[src/rtl/riscv_structures.sv]
// Shared pipeline records and encodings for the RISC-V core stages.
//   ex_to_mem_s : instruction handed from execute to the memory stage
//   mem_to_wb_s : registered result handed from memory to writeback
//   mem_state_e : memory-stage FSM state
//   F3_*        : funct3 load/store size encodings
package riscv_structures;

    localparam int XLEN = 32;

    typedef struct packed {
        logic            valid;
        logic [XLEN-1:0] alu_result;
        logic [XLEN-1:0] store_data;
        logic [4:0]      rd;
        logic            reg_write;
        logic            mem_read;
        logic            mem_write;
        logic [2:0]      funct3;
        logic            is_final;
    } ex_to_mem_s;

    typedef struct packed {
        logic            valid;
        logic [4:0]      rd;
        logic            reg_write;
        logic [XLEN-1:0] data;
        logic            is_final;
    } mem_to_wb_s;

    typedef enum logic [1:0] {
        MEM_IDLE = 2'd0,
        MEM_REQ  = 2'd1,
        MEM_WAIT = 2'd2
    } mem_state_e;

    localparam logic [2:0] F3_LB  = 3'b000;
    localparam logic [2:0] F3_LH  = 3'b001;
    localparam logic [2:0] F3_LW  = 3'b010;
    localparam logic [2:0] F3_LBU = 3'b100;
    localparam logic [2:0] F3_LHU = 3'b101;
    localparam logic [2:0] F3_SB  = 3'b000;
    localparam logic [2:0] F3_SH  = 3'b001;
    localparam logic [2:0] F3_SW  = 3'b010;

    // Access size lives in funct3[1:0]: 00 byte, 01 half, anything else is
    // handled as a word (unknown encodings fall back to LW/SW).
    function automatic logic is_misaligned(input logic [2:0] f3, input logic [1:0] a);
        case (f3[1:0])
            2'b00:   return 1'b0;
            2'b01:   return a[0];
            default: return (a != 2'b00);
        endcase
    endfunction

endpackage

[src/rtl/load_align.sv]
// Combinational load lane extraction and sign/zero extension.
//   rdata_i  : full data word returned by memory
//   addr_i   : byte offset of the access within the word
//   funct3_i : load type (LB/LH/LW/LBU/LHU, others behave as LW)
//   data_o   : extended 32-bit load result
module load_align
    import riscv_structures::*;
(
    input  logic [31:0] rdata_i,
    input  logic [1:0]  addr_i,
    input  logic [2:0]  funct3_i,
    output logic [31:0] data_o
);

    logic [7:0]  byte_lane;
    logic [15:0] half_lane;

    always_comb begin
        case (addr_i)
            2'd0:    byte_lane = rdata_i[7:0];
            2'd1:    byte_lane = rdata_i[15:8];
            2'd2:    byte_lane = rdata_i[23:16];
            default: byte_lane = rdata_i[31:24];
        endcase
        half_lane = addr_i[1] ? rdata_i[31:16] : rdata_i[15:0];

        case (funct3_i)
            F3_LB:   data_o = {{24{byte_lane[7]}}, byte_lane};
            F3_LH:   data_o = {{16{half_lane[15]}}, half_lane};
            F3_LBU:  data_o = {24'd0, byte_lane};
            F3_LHU:  data_o = {16'd0, half_lane};
            default: data_o = rdata_i;
        endcase
    end

endmodule

[src/rtl/memory_stage.sv]
// Pipeline MEM stage: accepts one instruction from execute, performs loads
// and stores on a req/gnt/rvalid data memory, and retires a registered
// mem_to_wb record.
//   clk, rst_n      : clock, asynchronous active-low reset
//   ex_to_mem       : instruction from execute (valid/ready with ex_ready)
//   ex_ready        : high only in IDLE
//   mem_to_wb       : retire record, valid for one cycle per instruction
//   misaligned      : pulses with the retire of a misaligned access
//   dmem_*          : registered memory request, gnt/rvalid/rdata responses
//   dbg_state_o     : current FSM state for observation
// Handshake: an instruction transfers on a cycle where ex_to_mem.valid and
// ex_ready are both high; a memory request transfers on a cycle where
// dmem_req and dmem_gnt are both high, and its fields never change while
// dmem_req is waiting for dmem_gnt.
module memory_stage
    import riscv_structures::*;
(
    input  logic        clk,
    input  logic        rst_n,
    input  ex_to_mem_s  ex_to_mem,
    output logic        ex_ready,
    output mem_to_wb_s  mem_to_wb,
    output logic        misaligned,
    output logic        dmem_req,
    output logic        dmem_we,
    output logic [31:0] dmem_addr,
    output logic [3:0]  dmem_be,
    output logic [31:0] dmem_wdata,
    input  logic        dmem_gnt,
    input  logic        dmem_rvalid,
    input  logic [31:0] dmem_rdata,
    output mem_state_e  dbg_state_o
);

    mem_state_e  state_q, state_d;
    logic [31:0] addr_q;
    logic [2:0]  funct3_q;
    logic [4:0]  rd_q;
    logic        reg_write_q, is_final_q, is_load_q;
    logic        dmem_req_q, dmem_we_q;
    logic [31:0] dmem_addr_q, dmem_wdata_q;
    logic [3:0]  dmem_be_q;
    mem_to_wb_s  wb_q, wb_d;
    logic        misaligned_q, misaligned_d;

    logic        is_mem_op, is_mis, start_req;
    logic [3:0]  st_be;
    logic [31:0] st_wdata, load_data;

    always_comb begin
        is_mem_op = ex_to_mem.mem_read | ex_to_mem.mem_write;
        is_mis    = is_mem_op & is_misaligned(ex_to_mem.funct3, ex_to_mem.alu_result[1:0]);
        start_req = (state_q == MEM_IDLE) & ex_to_mem.valid & is_mem_op & ~is_mis;
    end

    // Store lane placement: data is replicated so the enabled lanes carry it.
    always_comb begin
        st_be    = 4'hF;
        st_wdata = ex_to_mem.store_data;
        case (ex_to_mem.funct3[1:0])
            2'b00: begin
                st_be    = 4'b0001 << ex_to_mem.alu_result[1:0];
                st_wdata = {4{ex_to_mem.store_data[7:0]}};
            end
            2'b01: begin
                st_be    = 4'b0011 << ex_to_mem.alu_result[1:0];
                st_wdata = {2{ex_to_mem.store_data[15:0]}};
            end
            default: ;
        endcase
    end

    load_align u_load_align (
        .rdata_i  (dmem_rdata),
        .addr_i   (addr_q[1:0]),
        .funct3_i (funct3_q),
        .data_o   (load_data)
    );

    // State register
    always_ff @(posedge clk or negedge rst_n) begin
        if (!rst_n) state_q <= MEM_IDLE;
        else        state_q <= state_d;
    end

    // Next-state logic
    always_comb begin
        state_d = state_q;
        case (state_q)
            MEM_IDLE: if (start_req)   state_d = MEM_REQ;
            MEM_REQ:  if (dmem_gnt)    state_d = is_load_q ? MEM_WAIT : MEM_IDLE;
            MEM_WAIT: if (dmem_rvalid) state_d = MEM_IDLE;
            default:                   state_d = MEM_IDLE;
        endcase
    end

    // Output logic: ready and the next retire record. A bubble keeps rd,
    // data and is_final from the previous retire.
    always_comb begin
        ex_ready          = (state_q == MEM_IDLE);
        wb_d              = wb_q;
        wb_d.valid        = 1'b0;
        wb_d.reg_write    = 1'b0;
        misaligned_d      = 1'b0;
        case (state_q)
            MEM_IDLE: if (ex_to_mem.valid && !start_req) begin
                wb_d.valid     = 1'b1;
                wb_d.rd        = ex_to_mem.rd;
                wb_d.reg_write = ex_to_mem.reg_write & ~is_mem_op;
                wb_d.data      = ex_to_mem.alu_result;
                wb_d.is_final  = ex_to_mem.is_final;
                misaligned_d   = is_mis;
            end
            MEM_REQ: if (dmem_gnt && !is_load_q) begin
                wb_d.valid     = 1'b1;
                wb_d.rd        = rd_q;
                wb_d.data      = addr_q;
                wb_d.is_final  = is_final_q;
            end
            MEM_WAIT: if (dmem_rvalid) begin
                wb_d.valid     = 1'b1;
                wb_d.rd        = rd_q;
                wb_d.reg_write = reg_write_q;
                wb_d.data      = load_data;
                wb_d.is_final  = is_final_q;
            end
            default: ;
        endcase
    end

    // Datapath and registered memory request
    always_ff @(posedge clk or negedge rst_n) begin
        if (!rst_n) begin
            addr_q       <= '0;
            funct3_q     <= '0;
            rd_q         <= '0;
            reg_write_q  <= 1'b0;
            is_final_q   <= 1'b0;
            is_load_q    <= 1'b0;
            dmem_req_q   <= 1'b0;
            dmem_we_q    <= 1'b0;
            dmem_addr_q  <= '0;
            dmem_be_q    <= '0;
            dmem_wdata_q <= '0;
            wb_q         <= '0;
            misaligned_q <= 1'b0;
        end else begin
            wb_q         <= wb_d;
            misaligned_q <= misaligned_d;
            if (start_req) begin
                addr_q       <= ex_to_mem.alu_result;
                funct3_q     <= ex_to_mem.funct3;
                rd_q         <= ex_to_mem.rd;
                reg_write_q  <= ex_to_mem.reg_write;
                is_final_q   <= ex_to_mem.is_final;
                // A read+write op is a load.
                is_load_q    <= ex_to_mem.mem_read;
                dmem_req_q   <= 1'b1;
                dmem_we_q    <= ~ex_to_mem.mem_read;
                dmem_addr_q  <= {ex_to_mem.alu_result[31:2], 2'b00};
                dmem_be_q    <= ex_to_mem.mem_read ? 4'hF : st_be;
                dmem_wdata_q <= ex_to_mem.mem_read ? 32'd0 : st_wdata;
            end else if (state_q == MEM_REQ && dmem_gnt) begin
                dmem_req_q   <= 1'b0;
            end
        end
    end

    assign mem_to_wb   = wb_q;
    assign misaligned  = misaligned_q;
    assign dmem_req    = dmem_req_q;
    assign dmem_we     = dmem_we_q;
    assign dmem_addr   = dmem_addr_q;
    assign dmem_be     = dmem_be_q;
    assign dmem_wdata  = dmem_wdata_q;
    assign dbg_state_o = state_q;

endmodule
[config.mk]
export PLATFORM = sky130hd
export DESIGN_NAME = memory_stage
export DESIGN_NICKNAME = d
export VERILOG_FILES = /design/src/rtl/riscv_structures.sv /design/src/rtl/load_align.sv /design/src/rtl/memory_stage.sv
export SDC_FILE = /design/constraint.sdc
export NUM_CORES = 1
export LEC_CHECK = 0
export CAP_MARGIN = 10
export CELL_PAD_IN_SITES_DETAIL_PLACEMENT = 1
export CELL_PAD_IN_SITES_GLOBAL_PLACEMENT = 1
export CORE_ASPECT_RATIO = 0.75
export CORE_MARGIN = 1
export CORE_UTILIZATION = 31
export CTS_CLUSTER_DIAMETER = 50
export DETAILED_ROUTE_END_ITERATION = 10
export GPL_TIMING_DRIVEN = 0
export PLACE_DENSITY_LB_ADDON = 0.1
export REMOVE_ABC_BUFFERS = 1
export SLEW_MARGIN = 20
export SYNTH_ARGS = -nofsm -noshare
export SYNTH_HDL_FRONTEND = slang
export SYNTH_SLANG_ARGS = --single-unit
[constraint.sdc]
create_clock -name clk -period 1.9 [get_ports clk]
set_input_delay 0.475 -clock clk [delete_from_list [all_inputs] [get_ports clk]]
set_output_delay 0.475 -clock clk [all_outputs]
set_load 0.01 [all_outputs]
==> results.yml <==
# yosys + openroad results
layout:
  layout_top_cell: "clkdlybuf4s50_1"
  logic_area_sq_mm: 0.00371
  bufAreaShareNonClock: 0.286
  flops: 124
  largest_class: "multi-input combinational cells"
  nets: 1023
  final-seq-area_sq_mm: 0.00311
  layoutNonFillerInstCount: 1206
  final_cell_mix: "205 x clkdlybuf4s50_1, 119 x dfrtp_1, 71 x nand2_1"
  nNonClkBuffers: 288
  syn_to_final_growth_pct: 63.3
  comb-cell-share: 0.337
  largest_reg_flops: 40
  num-clock-buffers: 19
  inverters_excl_clock: 10
synth:
  area_leaders: "dfrtp_1 46%, mux2_1 7.2%, mux2i_1 5.0%"
  logic_family: "AND-OR/OR-AND gates"
  ys_sh_aoi: 0.212
  synthArstFlopShare: 1.00
  synth_top_area_share: 0.460
  syn_avg_cell_area_sq_um: 10.0
  mux_share: 0.127
  yosysMostFrequentCell: "dfrtp_1"
  syn_area_sq_mm: 0.00674
  yosys.area_share.simple: 0.111
  yosysChipArea_sq_mm: 0.00674
  ys.flop_type: "dfrtp_1"
  adder_share: 0.00928
timing:
  timing.final.ws_setup_ns: -0.0902
  maxSlewViolCount: 0
  fin_crit_ns: 1.99
  slew-limit-headroom: 0.544
  hold_slack_ns: 0.478
  tightestPinTransition_ns: 0.683
  finalSetupViolCount: 90
setup_path:
  crit_chain: "inv_4 > ha_4 > nor3_4 > a211oi_4 > and3_4 > buf_6 > mux2i_1 > a31oi_1"
  worstSetupStartpointType: "flip-flop"
  worst-path-buf-inv: 2
  cp.depth: 8
  r2r_cells: 8
  required_ns: 2.20
  r2r_slack_ns: -0.09
  cp_max_fo: 7
  critPathMaxStageDelay_ns: 0.48
  critical-path-top-delay-family: "flip-flops"
  setup.worst_path.end: "mem_to_wb[15]$_DFFE_PN0P_"
status:
  failed_checks: "setup timing"
  outcome: "complete, but fails checks"
route:
  dr.pass1.iters: 4
  drtIter0Drc: 299
  dr.max_layer_used: "met4"
  wl_per_cell_um: 24.8
  ant_nets: 0
  post-route-drc-count: 0
placed_design:
  io_buffers: 224
  place.gp.congestion: 0.809
  place_ws_ns: -2.02
min_path:
  whs_endpoint: "mem_to_wb[23]$_DFFE_PN0P_"
  min_path_cells: 1
power:
  power_density_mw_per_mm2: 1730
  p_sw_frac: 0.403
  p_leak_nw: 4.65
  power_frac_comb: 0.552
  p_seq_frac: 0.261
cts:
  path_clk_slew_ns: 0.06
  cts_setup_buffers: 34
  cts-root-buf: "clkbuf_16"
  cts.sinks: 124
  numCtsBuffers: 17
  cts_buffer_depth: 2
global_route:
  use_met3: 0.0558
  grt-ovfl-total: 0
  grt_usage: 0.250
  grt_pass1_vias: 6951
  grt_max_degree: 71
  antenna_found_initial: 1
  grt_util_met1: 0.334
  met2_usage: 0.402
floorplan:
  ioPinCount: 227
  taps: 288
-- power by group through the flow --
stage | logic, mW | clock network [mW] | registers [mW]
2_1_floorplan | 3.14 | 0 | 5.23
3_3_place_gp | 7.04 | 0 | 4.88
3_5_place_dp | 7.62 | 0 | 4.95
4_1_cts | 9.56 | 3.61 | 4.94
5_1_grt | 11.1 | 3.71 | 5.13
6_report | 10.5 | 3.55 | 4.97
-- through the flow --
stage	TNS (ns)	total power [mW]
3_5_place_dp	-149.56	12.6
5_1_grt	-8.49	19.9
4_1_cts	-0.00413	18.1
3_3_place_gp	-1077.00	11.9
2_1_floorplan	-183.34	8.36
6_report	-3.35	19.0
pdn.png
Scale bar: 50 um. Pins as bars on the die edge.
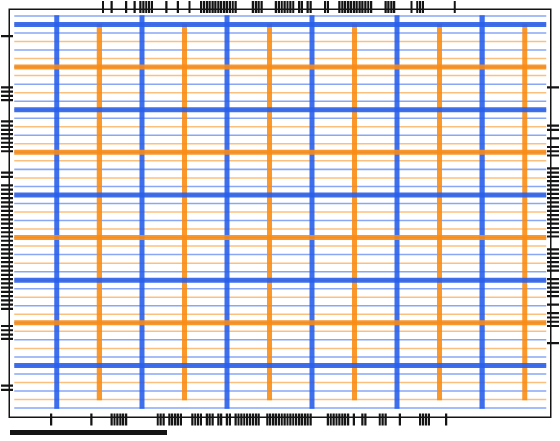
legend:
  VSS:
    colour: blue
  VDD:
    colour: orange
met5 straps: 9
signal pins: 227
rows: 46
met4 straps: 12
met1 rails: 47
die width: 172 um
Chip Height: 130 um
maximum vdd drop: 0.724 mV
Core Area: 0.0212 sq mm

cell_classes.png
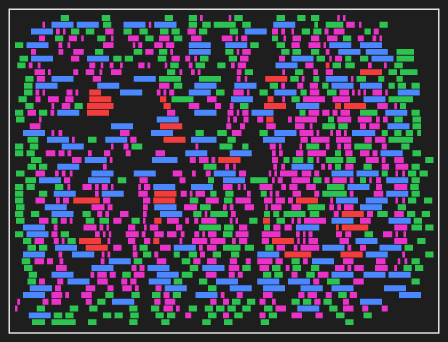
legend:
  clock drivers and dummy loads:
    colour: red
    cells: 32
    share_of_their_area: 5.9%
  all other logic:
    colour: magenta
    cells: 474
    share_of_their_area: 35%
  flip-flops:
    colour: blue
    cells: 124
    share_of_their_area: 29%
  other buffers and delay cells:
    colour: green
    cells: 288
    share_of_their_area: 30%
Site Rows: 46
post-layout util: 0.518
final instance area: 0.0110 sq mm
fraction of area in registers: 0.283

clock_map.png
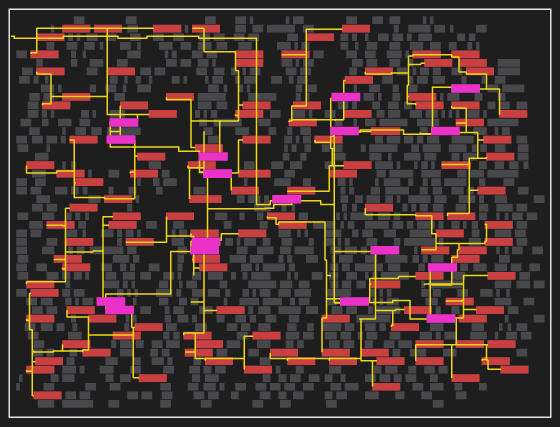
legend:
  clock wires:
    colour: yellow
    length: 1970 um
  flip-flops:
    colour: red
    count: 124
  cells driving clock nets:
    colour: magenta
    count: 17
routed clock nets: 18
flops lie: widely spread
Clock Latency Late Sink: 0.42 ns
final clock skew: 0.00931 ns
clock-net power: 3.55 mW
power share of the clock group: 0.187

Power figures rest on the tool's default switching activity, not on a simulated workload.
